File: src/rtl/crc_pkg.sv
// Shared definitions for the CRC-16 frame path.
// Contents:
//   CRC_W, POLY, INIT  - CRC-16/CCITT-FALSE constants, also used by crc_module
//   crc_frm_state_t    - frame sequencer state encoding
//   crc16_update_byte  - one-byte CRC step, available to crc_module and models
package crc_pkg;

   localparam int          CRC_W = 16;
   localparam logic [15:0] POLY  = 16'h1021;
   localparam logic [15:0] INIT  = 16'hFFFF;

   typedef enum logic [2:0] {
      ST_IDLE     = 3'd0,
      ST_DATA     = 3'd1,
      ST_WAIT_CRC = 3'd2,
      ST_APP_HI   = 3'd3,
      ST_APP_LO   = 3'd4
   } crc_frm_state_t;

   // MSB-first CRC step over one byte; a zero seed argument is not special.
   function automatic logic [15:0] crc16_update_byte(input logic [15:0] crc_in,
                                                     input logic [7:0]  data_in);
      logic [15:0] crc_v;
      crc_v = crc_in ^ {data_in, 8'h00};
      for (int i = 0; i < 8; i++) begin
         if (crc_v[15]) begin
            crc_v = {crc_v[14:0], 1'b0} ^ POLY;
         end else begin
            crc_v = {crc_v[14:0], 1'b0};
         end
      end
      return crc_v;
   endfunction

endpackage

File: src/rtl/crc_frame_obuf.sv
// One-entry output register for the frame sequencer.
// Ports:
//   clk, reset        - system clock, synchronous active-high reset
//   load, d, last     - write a byte into the register (only when slot_free)
//   m_ready           - downstream accept
//   m_valid/m_data/m_last - registered downstream byte
//   slot_free         - register is empty or is being emptied this cycle
module crc_frame_obuf
   import crc_pkg::*;
(
   input  logic       clk,
   input  logic       reset,
   input  logic       load,
   input  logic [7:0] d,
   input  logic       last,
   input  logic       m_ready,
   output logic       m_valid,
   output logic [7:0] m_data,
   output logic       m_last,
   output logic       slot_free
);

   logic       m_valid_r;
   logic [7:0] m_data_r;
   logic       m_last_r;

   assign m_valid   = m_valid_r;
   assign m_data    = m_data_r;
   assign m_last    = m_last_r;
   assign slot_free = !m_valid_r || m_ready;

   // Output register: load wins, a handshake empties, a stall holds everything.
   always_ff @(posedge clk) begin
      if (reset) begin
         m_valid_r <= 1'b0;
         m_data_r  <= 8'h00;
         m_last_r  <= 1'b0;
      end else if (load) begin
         m_valid_r <= 1'b1;
         m_data_r  <= d;
         m_last_r  <= last;
      end else if (m_ready) begin
         m_valid_r <= 1'b0;
      end else begin
         m_valid_r <= m_valid_r;
      end
   end

endmodule

File: src/rtl/crc_frame_ctrl.sv
// Frame sequencer for the byte-wide CRC-16 engine. Forwards accepted payload
// bytes downstream while feeding them to the engine, then appends the engine
// result MSB first as two trailing bytes.
// Ports:
//   clk, reset                  - system clock, synchronous active-high reset
//   s_valid/s_ready/s_data/s_last - upstream byte stream
//   m_valid/m_ready/m_data/m_last - downstream byte stream, m_last on CRC low byte
//   crc_init/crc_vld/crc_din    - engine controls (combinational, same cycle as accept)
//   crc_val                     - engine running CRC
//   frame_done, frame_len, err_oversize - per-frame status, registered
module crc_frame_ctrl
   import crc_pkg::*;
#(
   parameter int CRC_LAT = 1,
   parameter int LEN_W   = 12,
   parameter int MAX_LEN = 2048
) (
   input  logic             clk,
   input  logic             reset,
   input  logic             s_valid,
   output logic             s_ready,
   input  logic [7:0]       s_data,
   input  logic             s_last,
   output logic             m_valid,
   input  logic             m_ready,
   output logic [7:0]       m_data,
   output logic             m_last,
   output logic             crc_init,
   output logic             crc_vld,
   output logic [7:0]       crc_din,
   input  logic [15:0]      crc_val,
   output logic             frame_done,
   output logic [LEN_W-1:0] frame_len,
   output logic             err_oversize
);

   crc_frm_state_t   state_r;
   logic [LEN_W-1:0] cnt_r;
   logic [2:0]       wait_cnt_r;
   logic [15:0]      crc_hold_r;
   logic             frame_done_r;
   logic [LEN_W-1:0] frame_len_r;
   logic             err_oversize_r;

   logic             slot_free_s;
   logic             s_ready_s;
   logic             accept_s;
   logic             load_s;
   logic [7:0]       obuf_d_s;
   logic             obuf_last_s;

   // Reset gating keeps the engine idle while the sequencer is being cleared.
   assign s_ready_s = !reset && slot_free_s &&
                      ((state_r == ST_IDLE) || (state_r == ST_DATA));
   assign accept_s  = s_valid && s_ready_s;

   assign s_ready      = s_ready_s;
   assign crc_vld      = accept_s;
   assign crc_init     = accept_s && (state_r == ST_IDLE);
   assign crc_din      = accept_s ? s_data : 8'h00;
   assign frame_done   = frame_done_r;
   assign frame_len    = frame_len_r;
   assign err_oversize = err_oversize_r;

   // Select what, if anything, enters the output register this cycle.
   always_comb begin
      load_s      = 1'b0;
      obuf_d_s    = 8'h00;
      obuf_last_s = 1'b0;
      case (state_r)
         ST_IDLE, ST_DATA: begin
            load_s   = accept_s;
            obuf_d_s = s_data;
         end
         ST_APP_HI: begin
            load_s   = slot_free_s;
            obuf_d_s = crc_hold_r[15:8];
         end
         ST_APP_LO: begin
            load_s      = slot_free_s;
            obuf_d_s    = crc_hold_r[7:0];
            obuf_last_s = 1'b1;
         end
         default: begin
            load_s = 1'b0;
         end
      endcase
   end

   crc_frame_obuf u_obuf (
      .clk       (clk),
      .reset     (reset),
      .load      (load_s),
      .d         (obuf_d_s),
      .last      (obuf_last_s),
      .m_ready   (m_ready),
      .m_valid   (m_valid),
      .m_data    (m_data),
      .m_last    (m_last),
      .slot_free (slot_free_s)
   );

   // Frame FSM with byte counter, CRC wait timer, CRC hold and status outputs.
   always_ff @(posedge clk) begin
      if (reset) begin
         state_r        <= ST_IDLE;
         cnt_r          <= '0;
         wait_cnt_r     <= 3'd0;
         crc_hold_r     <= 16'h0000;
         frame_done_r   <= 1'b0;
         frame_len_r    <= '0;
         err_oversize_r <= 1'b0;
      end else begin
         frame_done_r   <= 1'b0;
         err_oversize_r <= 1'b0;
         case (state_r)
            ST_IDLE: begin
               if (accept_s) begin
                  cnt_r      <= LEN_W'(1);
                  wait_cnt_r <= 3'd0;
                  state_r    <= s_last ? ST_WAIT_CRC : ST_DATA;
               end
            end
            ST_DATA: begin
               if (accept_s) begin
                  // Counter sticks at all-ones rather than wrapping to a small length.
                  if (cnt_r != {LEN_W{1'b1}}) begin
                     cnt_r <= cnt_r + LEN_W'(1);
                  end
                  wait_cnt_r <= 3'd0;
                  if (s_last) begin
                     state_r <= ST_WAIT_CRC;
                  end
               end
            end
            ST_WAIT_CRC: begin
               // The final byte's CRC is settled on the CRC_LAT-th edge in this state.
               if (wait_cnt_r == 3'(CRC_LAT - 1)) begin
                  crc_hold_r <= crc_val;
                  state_r    <= ST_APP_HI;
               end else begin
                  wait_cnt_r <= wait_cnt_r + 3'd1;
               end
            end
            ST_APP_HI: begin
               if (slot_free_s) begin
                  state_r <= ST_APP_LO;
               end
            end
            ST_APP_LO: begin
               if (slot_free_s) begin
                  frame_done_r   <= 1'b1;
                  frame_len_r    <= cnt_r;
                  err_oversize_r <= (32'(cnt_r) > 32'(MAX_LEN));
                  state_r        <= ST_IDLE;
               end
            end
            default: begin
               state_r <= ST_IDLE;
            end
         endcase
      end
   end

endmodule

File: config.mk
export PLATFORM = sky130hd
export DESIGN_NAME = crc_frame_ctrl
export DESIGN_NICKNAME = d
export VERILOG_FILES = /design/src/rtl/crc_pkg.sv /design/src/rtl/crc_frame_obuf.sv /design/src/rtl/crc_frame_ctrl.sv
export SDC_FILE = /design/constraint.sdc
export NUM_CORES = 1
export LEC_CHECK = 0
export CAP_MARGIN = 30
export CORE_MARGIN = 1
export CORE_UTILIZATION = 40
export DETAILED_ROUTE_END_ITERATION = 10
export GPL_TIMING_DRIVEN = 0
export PLACE_DENSITY = 0.67
export SETUP_SLACK_MARGIN = 0.05
export SLEW_MARGIN = 20
export SYNTH_ARGS = -nofsm -noshare
export SYNTH_HDL_FRONTEND = slang
export SYNTH_SLANG_ARGS = --single-unit
File: constraint.sdc
create_clock -name clk -period 2.22 [get_ports clk]
set_input_delay 0.333 -clock clk [delete_from_list [all_inputs] [get_ports clk]]
set_output_delay 0.333 -clock clk [all_outputs]
set_load 0.02 [all_outputs]
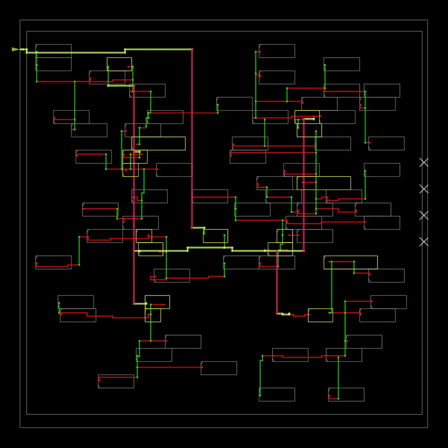
(clock nets)
final-layout clock buffer total: 9
CTS sink count: 58

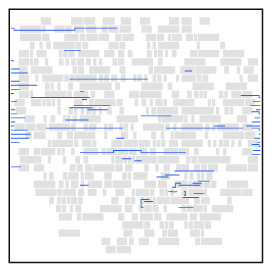
(M3 wires)
(3 px per µm) Cells faint in the background.
nets with wire on the layer: 57
longest straight run: 25.8 µm

==> results.txt <==
flow finished, numbers: hold endpoint frame_len[7], number of enable flip-flop cells 0, unrepaired setup endpoints after global routing true, PnR worst setup slack 0.142 ns, yosys adder share 1.86%, WL final slightly below 8 mm, Ys Warns 0, register area 0.00116 mm², Top-area cell share 43.3%, CTS max path bufs 2, GRT Max-Usage Layer met2, Clock buffers and inverters, area share roughly 6.6%, Initial DRC Count 172, outcome finished, violations left, nets 453, area leader, netlist dfxtp_1, Design Power between 2 and 3 mW, worst path cell trace clkdlybuf4s50_1 > nand2b_4 > nand3_4 > inv_4 > clkbuf_8 > and2_1 > clkdlybuf4s15_2, ys flop type dfxtp_1, row cnt 29, P&R area growth vs syn 40.0%, Root Driver clkbuf_8, share of flip-flops with an asynchronous set or reset 0%, antenna-violating nets left 0, logic gate share of total power 13.6%, Largest Register crc_hold_r, core footprint approximately 0.0064 mm², CTS buffer count 9, Crit path largest cell delay 0.48 ns, Distinct cells, synth 39, Net Sw Frac 26.2%, number of logic gates around 250, Residual DRC 8, largest net degree at the start of global routing 13, Log Warnings 30, Nets at Floorplan 374, Fill cells around 600, FMAX slightly below 0.5 GHz, critical path class in -> out, hold-fix buffer count after cts 0, CTS tree yes, dominant kind of cell logic gates, reg-to-reg critical path startpoint state_r[2], Hold Startpoint frame_len[7], mux share 0.373%, total net switching power around 700 µW, Multi-input gate area 0.00143 mm², Seq share, synth about 43%, DR vias 2701, Levels on crit path 7, max reg flops 16, vias per cell roughly 5.4, comb area leader simple AND/OR/NAND/NOR gates, Tapcells approximately 77, Internal Power 2.00 mW, vias in the first global route 2522, Seq. pwr 1.10 mW, hold depth 2, violated checks design-rule violations, total gr overflow 0, Synth flops between 50 and 60, HP Class reg -> reg, buffers outside the clock class 91, Worst Path Buf+Inv 4, Period minus WS final 2.08 ns, setup slack, reg-to-reg ~0.16 ns, Die X 83.9 µm, ratio of cells with drive above 1 in the final layout about 13%, clk latency late pin 0.35 ns, CP arrival 1.74 ns, Max FO, Critical Path 10
Power and IR drop assume default switching activity.
